==> src/rtl/multi_sync_filter_pkg.sv <==
// Shared helpers for the multi-channel synchronizer / glitch filter.
// Only the filter counter width lives here.
package multi_sync_filter_pkg;

    function automatic int cnt_w(input int filt);
        return (filt > 2) ? $clog2(filt) : 1;
    endfunction

endpackage

==> src/rtl/multi_sync_filter_ch.sv <==
// One channel: STAGE-deep synchronizer, FILT-sample stability filter, rise/fall pulse registers.
// Latency STAGE+FILT edges from capture to O level/pulse; no backpressure (free-running sampler).
module sync_filter_ch
    import multi_sync_filter_pkg::*;
#(
    parameter int   STAGE   = 3,
    parameter int   FILT    = 4,
    parameter logic RST_VAL = 1'b0
) (
    input  logic clk,
    input  logic rst_n,
    input  logic din,
    output logic level,
    output logic rise,
    output logic fall,
    output logic commit
);

    localparam int            CW     = cnt_w(FILT);
    localparam logic [CW-1:0] C_LAST = CW'(FILT - 1);

    (* ASYNC_REG = "TRUE" *) logic [STAGE-1:0] q;
    logic [CW-1:0] cnt;
    logic          s;

    // Pure flop chain: nothing may sit between stages or MTBF suffers.
    always_ff @(posedge clk or negedge rst_n) begin
        if (!rst_n) q <= {STAGE{RST_VAL}};
        else        q <= {q[STAGE-2:0], din};
    end

    assign s      = q[STAGE-1];
    assign commit = (s != level) && (cnt == C_LAST);

    always_ff @(posedge clk or negedge rst_n) begin
        if (!rst_n) begin
            level <= RST_VAL;
            cnt   <= '0;
            rise  <= 1'b0;
            fall  <= 1'b0;
        end else begin
            rise <= commit & s;
            fall <= commit & ~s;
            // A matching sample restarts the count, so short pulses never commit.
            if (s == level) begin
                cnt <= '0;
            end else if (commit) begin
                level <= s;
                cnt   <= '0;
            end else begin
                cnt <= cnt + 1'b1;
            end
        end
    end

endmodule

==> src/rtl/multi_sync_filter.sv <==
// CH independent synchronizer/filter channels plus a registered any-change flag.
// Latency STAGE+FILT edges from capture; no backpressure. Reset release assumed synchronous to I_CLK.
module multi_sync_filter
    import multi_sync_filter_pkg::*;
#(
    parameter int          CH      = 4,
    parameter int          STAGE   = 3,
    parameter int          FILT    = 4,
    parameter logic [CH-1:0] RST_VAL = '0
) (
    input  logic          I_CLK,
    input  logic          I_RST_N,
    input  logic [CH-1:0] I_DATA,
    output logic [CH-1:0] O_DATA,
    output logic [CH-1:0] O_RISE,
    output logic [CH-1:0] O_FALL,
    output logic          O_CHG
);

    logic [CH-1:0] commit;

    for (genvar i = 0; i < CH; i++) begin : g_ch
        sync_filter_ch #(
            .STAGE   (STAGE),
            .FILT    (FILT),
            .RST_VAL (RST_VAL[i])
        ) u_ch (
            .clk    (I_CLK),
            .rst_n  (I_RST_N),
            .din    (I_DATA[i]),
            .level  (O_DATA[i]),
            .rise   (O_RISE[i]),
            .fall   (O_FALL[i]),
            .commit (commit[i])
        );
    end

    // Registered from the same commit terms as the pulses, so it lines up with them.
    always_ff @(posedge I_CLK or negedge I_RST_N) begin
        if (!I_RST_N) O_CHG <= 1'b0;
        else          O_CHG <= |commit;
    end

endmodule
==> config.mk <==
export PLATFORM = sky130hd
export DESIGN_NAME = multi_sync_filter
export DESIGN_NICKNAME = d
export VERILOG_FILES = /design/src/rtl/multi_sync_filter_pkg.sv /design/src/rtl/multi_sync_filter_ch.sv /design/src/rtl/multi_sync_filter.sv
export SDC_FILE = /design/constraint.sdc
export NUM_CORES = 1
export LEC_CHECK = 0
export ABC_AREA = 0
export CORE_AREA = 3 3 51 53
export DETAILED_ROUTE_END_ITERATION = 8
export DIE_AREA = 0 0 54 56
export GPL_TIMING_DRIVEN = 0
export PLACE_DENSITY = 0.79
export RECOVER_POWER = 100
export SKIP_CTS_REPAIR_TIMING = 1
export SLEW_MARGIN = 20
export SYNTH_ARGS = -nofsm -noshare
export SYNTH_HDL_FRONTEND = slang
export SYNTH_SLANG_ARGS = --single-unit
==> constraint.sdc <==
create_clock -name I_CLK -period 1.8 [get_ports I_CLK]
set_clock_uncertainty 0.15 [all_clocks]
set_input_delay 0.36 -clock I_CLK [delete_from_list [all_inputs] [get_ports I_CLK]]
set_output_delay 0.36 -clock I_CLK [all_outputs]
set_load 0.005 [all_outputs]
==> CHANGELOG.md, run 1 <==
### Metrics

- Status: completed
- Final hold violations: 0
- Cell type with the largest total area: dfrtp_1
- Routed WL: 1590 um
- Max frequency: 579 MHz
- Critical Path AT: 1220 ps
- Maximum vdd ir drop: 760 uV
- #FFs+latches synth: 33
- Iteration-0 DRC count of the detailed router: 4
- Nature of the critical path startpoint: flop
- Final nets: 121
- Power Density: 1270 nW/um^2
- Detailed Routing Iterations Pass 1: 2
- Gr ovfl total: 0
- Max incr delay on CP: 510 ps
- Clock Tree Root: clkbuf_4
- Post-synth EDFFs: 0
- Site row count: 17
- Dpl ws: 288 ps
- Hold path start: g_ch[2].u_ch.q[1]
- CTS tree: done
- # Cells Yosys: 82
- Via/cell ratio: 4.71
- Synth Area per Inst: 14.6 um^2
- Post-DP Area: 1410 um^2
- Antenna Cells: 0
- Drt wl/cell: 11.3 um
- Power Total: 1.86 mW
- GRT Total Usage: 0.133
- Late-Pin Clk Latency: 330 ps
- Chip area: 3020 um^2
- Worst-path clk slew: 100 ps
- CP Class: flop to output pin
- Initial antenna violation count: 0
- Final WS setup: 72.9 ps
- Cells after Synth: 82
- CTS sink cnt: 33
- Drt drc: 0
- Floorplan Nets: 92
- Cell Chain, Critical Path: clkdlybuf4s50_1
- Mapped Area: 1200 um^2
- Die Span Y: 56 um
- GPL Wtd Cong: 0.651
- Yosys Chip Area: 1200 um^2
- Worst-path fanout max: 3
- Tcrit/Tclk final: 0.959
- Max Cap Violations: 0
- Final HPWL DP: 1080 um
- Worst Hold Class: flop to flop
- Worst slew pin tran: 748 ps
- Area share, top type: 0.690
- RSZ-0062 raised after global routing: false
- Final Instance Area: 1470 um^2
- CTS Buf Count: 5
- Routed Antenna Nets: 0
- R2r startpoint: g_ch[0].u_ch.level
- Fp util: 0.546
- Non-Filler Instances: 140
- Synth cell types: 15
- Synth Warn #: 0
- CP Capture Type: output pin
- H-tree level count: 2
- Critical-path top delay cell: clkdlybuf4s50_1
- Final Setup Violations: 0
- Asr flop ratio synth: 1.00
- Worst hold slack: 199 ps
- DP Cell Count: 128
- Top area cell types: dfrtp_1 (69%), buf_4 (7.5%), ha_1 (4.2%)
- Crit path DRT: 1290 ps
- Top delay family on crit path: buffers and inverters
- Slew Limit Fails: 0
- Top cells by count: dfrtp_1 (33), buf_4 (12)
- WP buf/inv: 1
- Critical path startpoint: g_ch[0].u_ch.level
- Setup_tns: 0 ps
- Area Overhead vs Synth: 22.6%
## run 1: area by class of cell
| type | instances | area [um^2] |
|---|---|---|
| clock inverter | 2 | 10.0 |
| sequential | 33 | 826 |
| fill | 166 | 724 |
| buffer | 11 | 82.6 |
| inverter | 3 | 11.3 |
| timing repair buffer | 23 | 211 |
| multi-input combinational | 34 | 249 |
| clock buffer | 6 | 41.3 |
| tap | 28 | 35.0 |
## run 1: worst reg2reg max path: stages (launching register included)
cell and delay (ps):
dfrtp_1 410, clkbuf_1 130, xor2_1 180, a22oi_1 240, nand2_1 90
## run 1: logic make-up (layout without fill, tap and decap cells)
logic type,Yosys count,count (layout),synth area share
AND-OR/OR-AND,5,5,0.0251
XOR/XNOR,4,4,0.0293
adder cells (fa/ha/maj),4,4,0.0418
buffers and inverters,15,45,0.0847
flip-flops,33,33,0.690
multiplexers,1,1,0.00941
AND/OR/NAND/NOR,20,20,0.119
## run 1: flip-flops by register name, summed over array words and instances, names as in the netlist
signal	cells
g_ch.u_ch.level	4
O_CHG	1
g_ch.u_ch.fall	4
g_ch.u_ch.q	12
g_ch.u_ch.rise	4
g_ch.u_ch.cnt	8
## run 1: per-layer routing
layer / global-route usage / share of wire / vias up
met4: 0.0854 / 0.031 / 0
met3: 0.0804 / 0.076 / 5
met5: 0 / 0 / -
li1: - / - / 314
met1: 0.134 / 0.39 / 321
met2: 0.199 / 0.50 / 20
## run 1: power by group
| part | switching [mW] | internal (mW) |
|---|---|---|
| combinational | 0.215 | 0.307 |
| sequential | 0.0792 | 0.889 |
| clock | 0.226 | 0.148 |
| total | 0.520 | 1.34 |
## run 1: layout by cell type (no fill, tap or decap)
master            n
and3b_1           1
ha_1              4
clkbuf_2          1
xor2_1            4
dlygate4sd3_1     5
a22oi_1           2
dfrtp_1          33
clkdlybuf4s25_1   9
and2_0            4
and3b_2           1
clkinv_2          2
nor2_1            3
mux2_1            1
nand2_1           4
buf_4            13
clkbuf_4          7
dlymetal6s2s_1    1
clkbuf_1          2
o21ai_0           3
inv_1             3
nor3b_1           7
clkdlybuf4s50_1   2
## run 1: path summary, 6_finish.rpt
kind	cells after the start	endpoint	slack (ps)
worst min-delay path	0	g_ch[2].u_ch.q[2]	200
worst max register to register	4	O_CHG	480
worst min register to register	0	g_ch[2].u_ch.q[2]	200
max in group asynchronous	2	g_ch[3].u_ch.fall	550
min in group asynchronous	2	g_ch[1].u_ch.q[2]	470
worst max-delay path	1	O_DATA[0]	70
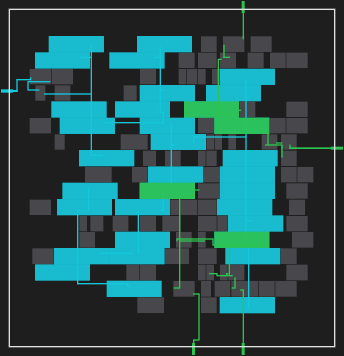
**Above:** run 1 (I/O nets highlighted).
Scale: 6 px per um.
O_DATA -> green  # bits 4, direction output, edge 2 bottom, 1 right, 1 top, end cells 4, buffers 7, wire 109 um
I_RST_N -> cyan  # bits 1, direction input, edge left, end cells 33, buffers 2, wire 173 um
port bufs: 18
I/O pins: 19

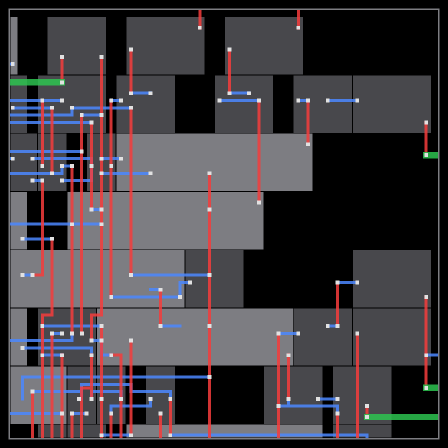
**Above:** run 1 (close-up of the layout).
Region (30, 32) to (50, 52) um. Cells in grey, sequential cells in the stronger grey; small squares are vias.
M1 -> blue
M2 -> red
M3 -> green
netlist names of flops here include = g_ch.u_ch.level (2)
cells with their middle in the window = 25
most frequent = buf_4 (6), clkdlybuf4s25_1 (5), dfrtp_1 (4)
sequential cells in the window = 4

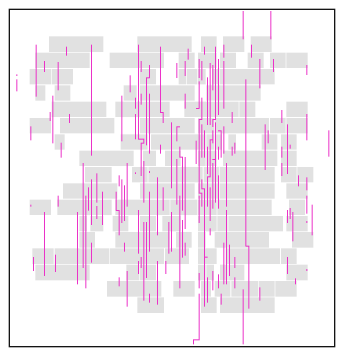
**Above:** run 1 (met2 routing).
Scale: 6 px per um.
wire length on this layer = 797 um
main direction = vertical
longest straight run = 27.7 um
nets with wire on the layer = 104
share of all routed wire = 50%
DR vias: 660
GR Util met2: 0.199

--- run 2 (diff from run 1) ---
--- a/config.mk
+++ b/config.mk
@@ -7,9 +7,11 @@
 export LEC_CHECK = 0
 export ABC_AREA = 0
 export CORE_AREA = 3 3 51 53
+export CTS_CLUSTER_SIZE = 40
 export DETAILED_ROUTE_END_ITERATION = 8
 export DIE_AREA = 0 0 54 56
 export GPL_TIMING_DRIVEN = 0
+export HOLD_SLACK_MARGIN = 0.1
 export PLACE_DENSITY = 0.79
 export RECOVER_POWER = 100
 export SKIP_CTS_REPAIR_TIMING = 1
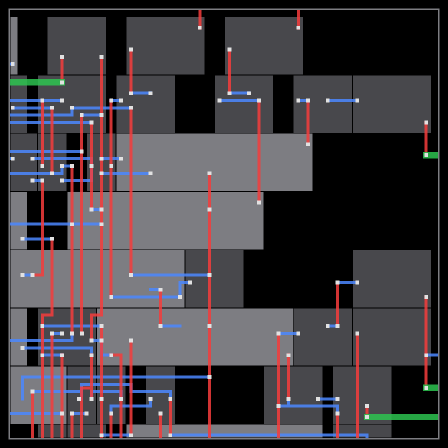
**Above:** run 2 (close-up of the layout).
Region (30, 32) to (50, 52) um. Cells in grey, sequential cells in the stronger grey; small squares are vias.
M1 -> blue
M2 -> red
M3 -> green
cells with their middle in the window = 25
sequential cells in the window = 4
netlist names of flops here include = g_ch.u_ch.level (2)
most frequent = buf_4 (6), clkdlybuf4s25_1 (5), dfrtp_1 (4)

==> CHANGELOG.md, run 2 <==
### Metrics

- Status: completed
- WP buf/inv: 1
- Critical Path AT: 1220 ps
- R2r startpoint: g_ch[0].u_ch.level
- First-pass GRT wire length: 2720 um
- Top FF cell, synth: dfrtp_1
- Vias in the first global route: 657
- R2r setup slk: 480 ps
- Most common cell in the netlist: dfrtp_1
- Yosys Chip Area: 1200 um^2
- Iteration-0 DRC count of the detailed router: 4
- Proportion of layout cells with a drive suffix above 1: 0.214
- Port bufs: 18
- CTS Buffer Depth: 2
- Area share, top type: 0.690
- FF+latch area: 826 um^2
- Drt drc: 0
- Util after Layout: 0.669
- Fin crit period: 1730 ps
- RSZ-0062 raised after global routing: false
- Maximum vdd ir drop: 760 uV
- Crit path DRT: 1290 ps
- Fp util: 0.546
- Worst slew pin tran: 748 ps
- Fillers: 166
- Synth Warn #: 0
- Worst-path fanout max: 3
- Most frequent logic cell in the layout: dfrtp_1
- Relative slew slack: 0.502
- Logic area: 249 um^2
- Post-DP Area: 1410 um^2
- Floorplan Nets: 92
- Largest regs: g_ch.u_ch.q (12), g_ch.u_ch.cnt (8)
- Drt wl/cell: 11.3 um
- Final hold violations: 0
- Routed Antenna Nets: 0
- Worst Hold Class: flop to flop
- Critical path depth: 1
- GR Util met2: 0.199
- GPL Wtd Cong: 0.651
- Final nets: 121
- GR peak layer: met2
- Most frequent cells in the layout: dfrtp_1 (33), buf_4 (13), clkdlybuf4s25_1 (9)
- Site row count: 17
- Worst Hold Path EP: g_ch[2].u_ch.q[2]
- DP Cell Count: 128
- Cells after Synth: 82
- CTS Buf Count: 5
- Detailed Routing Iterations Pass 1: 2
- Cell Chain, Critical Path: clkdlybuf4s50_1
- Largest Register: g_ch.u_ch.q
- CP Class: flop to output pin
- DR vias: 660
- GRT Total Usage: 0.133
- Power Density: 1270 nW/um^2
- Hold Path Cell Cnt: 0
- Largest register FFs: 12
- Critical-path top delay cell: clkdlybuf4s50_1
- Hold path start: g_ch[2].u_ch.q[1]
- Largest net degree at the start of global routing: 34
- Antenna Cells: 0
- Worst reg-to-reg path cell count: 4
- Die width: 54 um
- Final Instance Area: 1470 um^2
- Slew Limit Fails: 0
- Max Cap Violations: 0
- Tool warnings: 26
- Post-synthesis sequential area ratio: 0.690
- Synth Area per Inst: 14.6 um^2
- Gr ovfl total: 0
- Asr flop ratio synth: 1.00
- Worst-path clk slew: 100 ps
- Top area cell types: dfrtp_1 (69%), buf_4 (7.5%), ha_1 (4.2%)
- Top delay family on crit path: buffers and inverters
- Late-Pin Clk Latency: 330 ps
- CP Capture Type: output pin
- CTS sink cnt: 33
- Die Span Y: 56 um
- Top cells by count: dfrtp_1 (33), buf_4 (12)
- Max frequency: 579 MHz
- Synth cell types: 15
- Clock Tree Root: clkbuf_4
- Via/cell ratio: 4.71
- Mapped Area: 1200 um^2
- Nature of the critical path startpoint: flop
- #FFs+latches synth: 33
- Post-synth EDFFs: 0
- Final HPWL DP: 1080 um
- Max incr delay on CP: 510 ps
- Initial antenna violation count: 0
- Routed WL: 1590 um
- # Cells Yosys: 82
- Tcrit/Tclk final: 0.959
- Static Leak: 0.730 nW
- FF-to-FF End: O_CHG
- Area Overhead vs Synth: 22.6%
- Final Setup Violations: 0
- Met3 usage: 0.0804
- Chip area: 3020 um^2
- CTS tree: done
- Core ar.: 2190 um^2
- I/O pins: 19
- Cell type with the largest total area: dfrtp_1
- H-tree level count: 2
- Met1 usage: 0.134
- Non-Filler Instances: 140
==> run 2: cell counts after synthesis <==
No cell type changed its count.
==> run 2: worst max-delay path by stage <==
stage / startpoint / endpoint
final: g_ch[0].u_ch.level / O_DATA[0]
after CTS: g_ch[0].u_ch.level / O_DATA[0]
after detailed placement: g_ch[0].u_ch.level / O_DATA[0]
after global routing: g_ch[0].u_ch.level / O_DATA[0]
after global placement: I_RST_N / g_ch[3].u_ch.rise
after floorplan: g_ch[0].u_ch.cnt[0] / g_ch[0].u_ch.level
==> run 2: cell type report <==
cell class                      instances  area share
Buffer                                 11      0.0563
Clock buffer                            6      0.0282
Clock inverter                          2     0.00683
Inverter                                3     0.00768
Multi-Input combinational cell         34       0.170
Sequential cell                        33       0.563
Tap cell                               28      0.0239
Timing Repair Buffer                   23       0.144
==> run 2: power breakdown <==
part           switching, mW  leakage (nW)  internal [mW]  total (mW)
clock network          0.226        0.0320          0.148       0.375
logic                  0.215         0.281          0.307       0.522
registers             0.0792         0.417          0.889       0.969
total                  0.520         0.730           1.34        1.86
==> run 2: kinds of logic after synthesis <==
group / after synthesis / synth area share
AND-OR/OR-AND: 5 / 0.0251
flip-flops: 33 / 0.690
multiplexers: 1 / 0.00941
AND/OR/NAND/NOR: 20 / 0.119
XOR/XNOR: 4 / 0.0293
buffers and inverters: 15 / 0.0847
adder cells (fa/ha/maj): 4 / 0.0418
==> run 2: per-layer routing <==
layer / vias to the layer above / part of all wire
li1: 314 / -
met1: 321 / 0.39
met2: 20 / 0.50
met3: 5 / 0.076
met4: 0 / 0.031
met5: - / 0
==> run 2: stage by stage <==
step / setup slack, ps / setup TNS [ps] / hold WS (ps) / power (mW)
floorplan: 605 / 0 / -85.6 / 1.29
global placement: -279 / -9190 / 181 / 1.48
detailed placement: 288 / 0 / 190 / 1.52
CTS: -93.2 / -339 / -91.8 / 1.91
global route: 23.4 / 0 / 212 / 2.01
finish: 72.9 / 0 / 199 / 1.86
Power figures rest on the tool's default switching activity, not on a simulated workload.
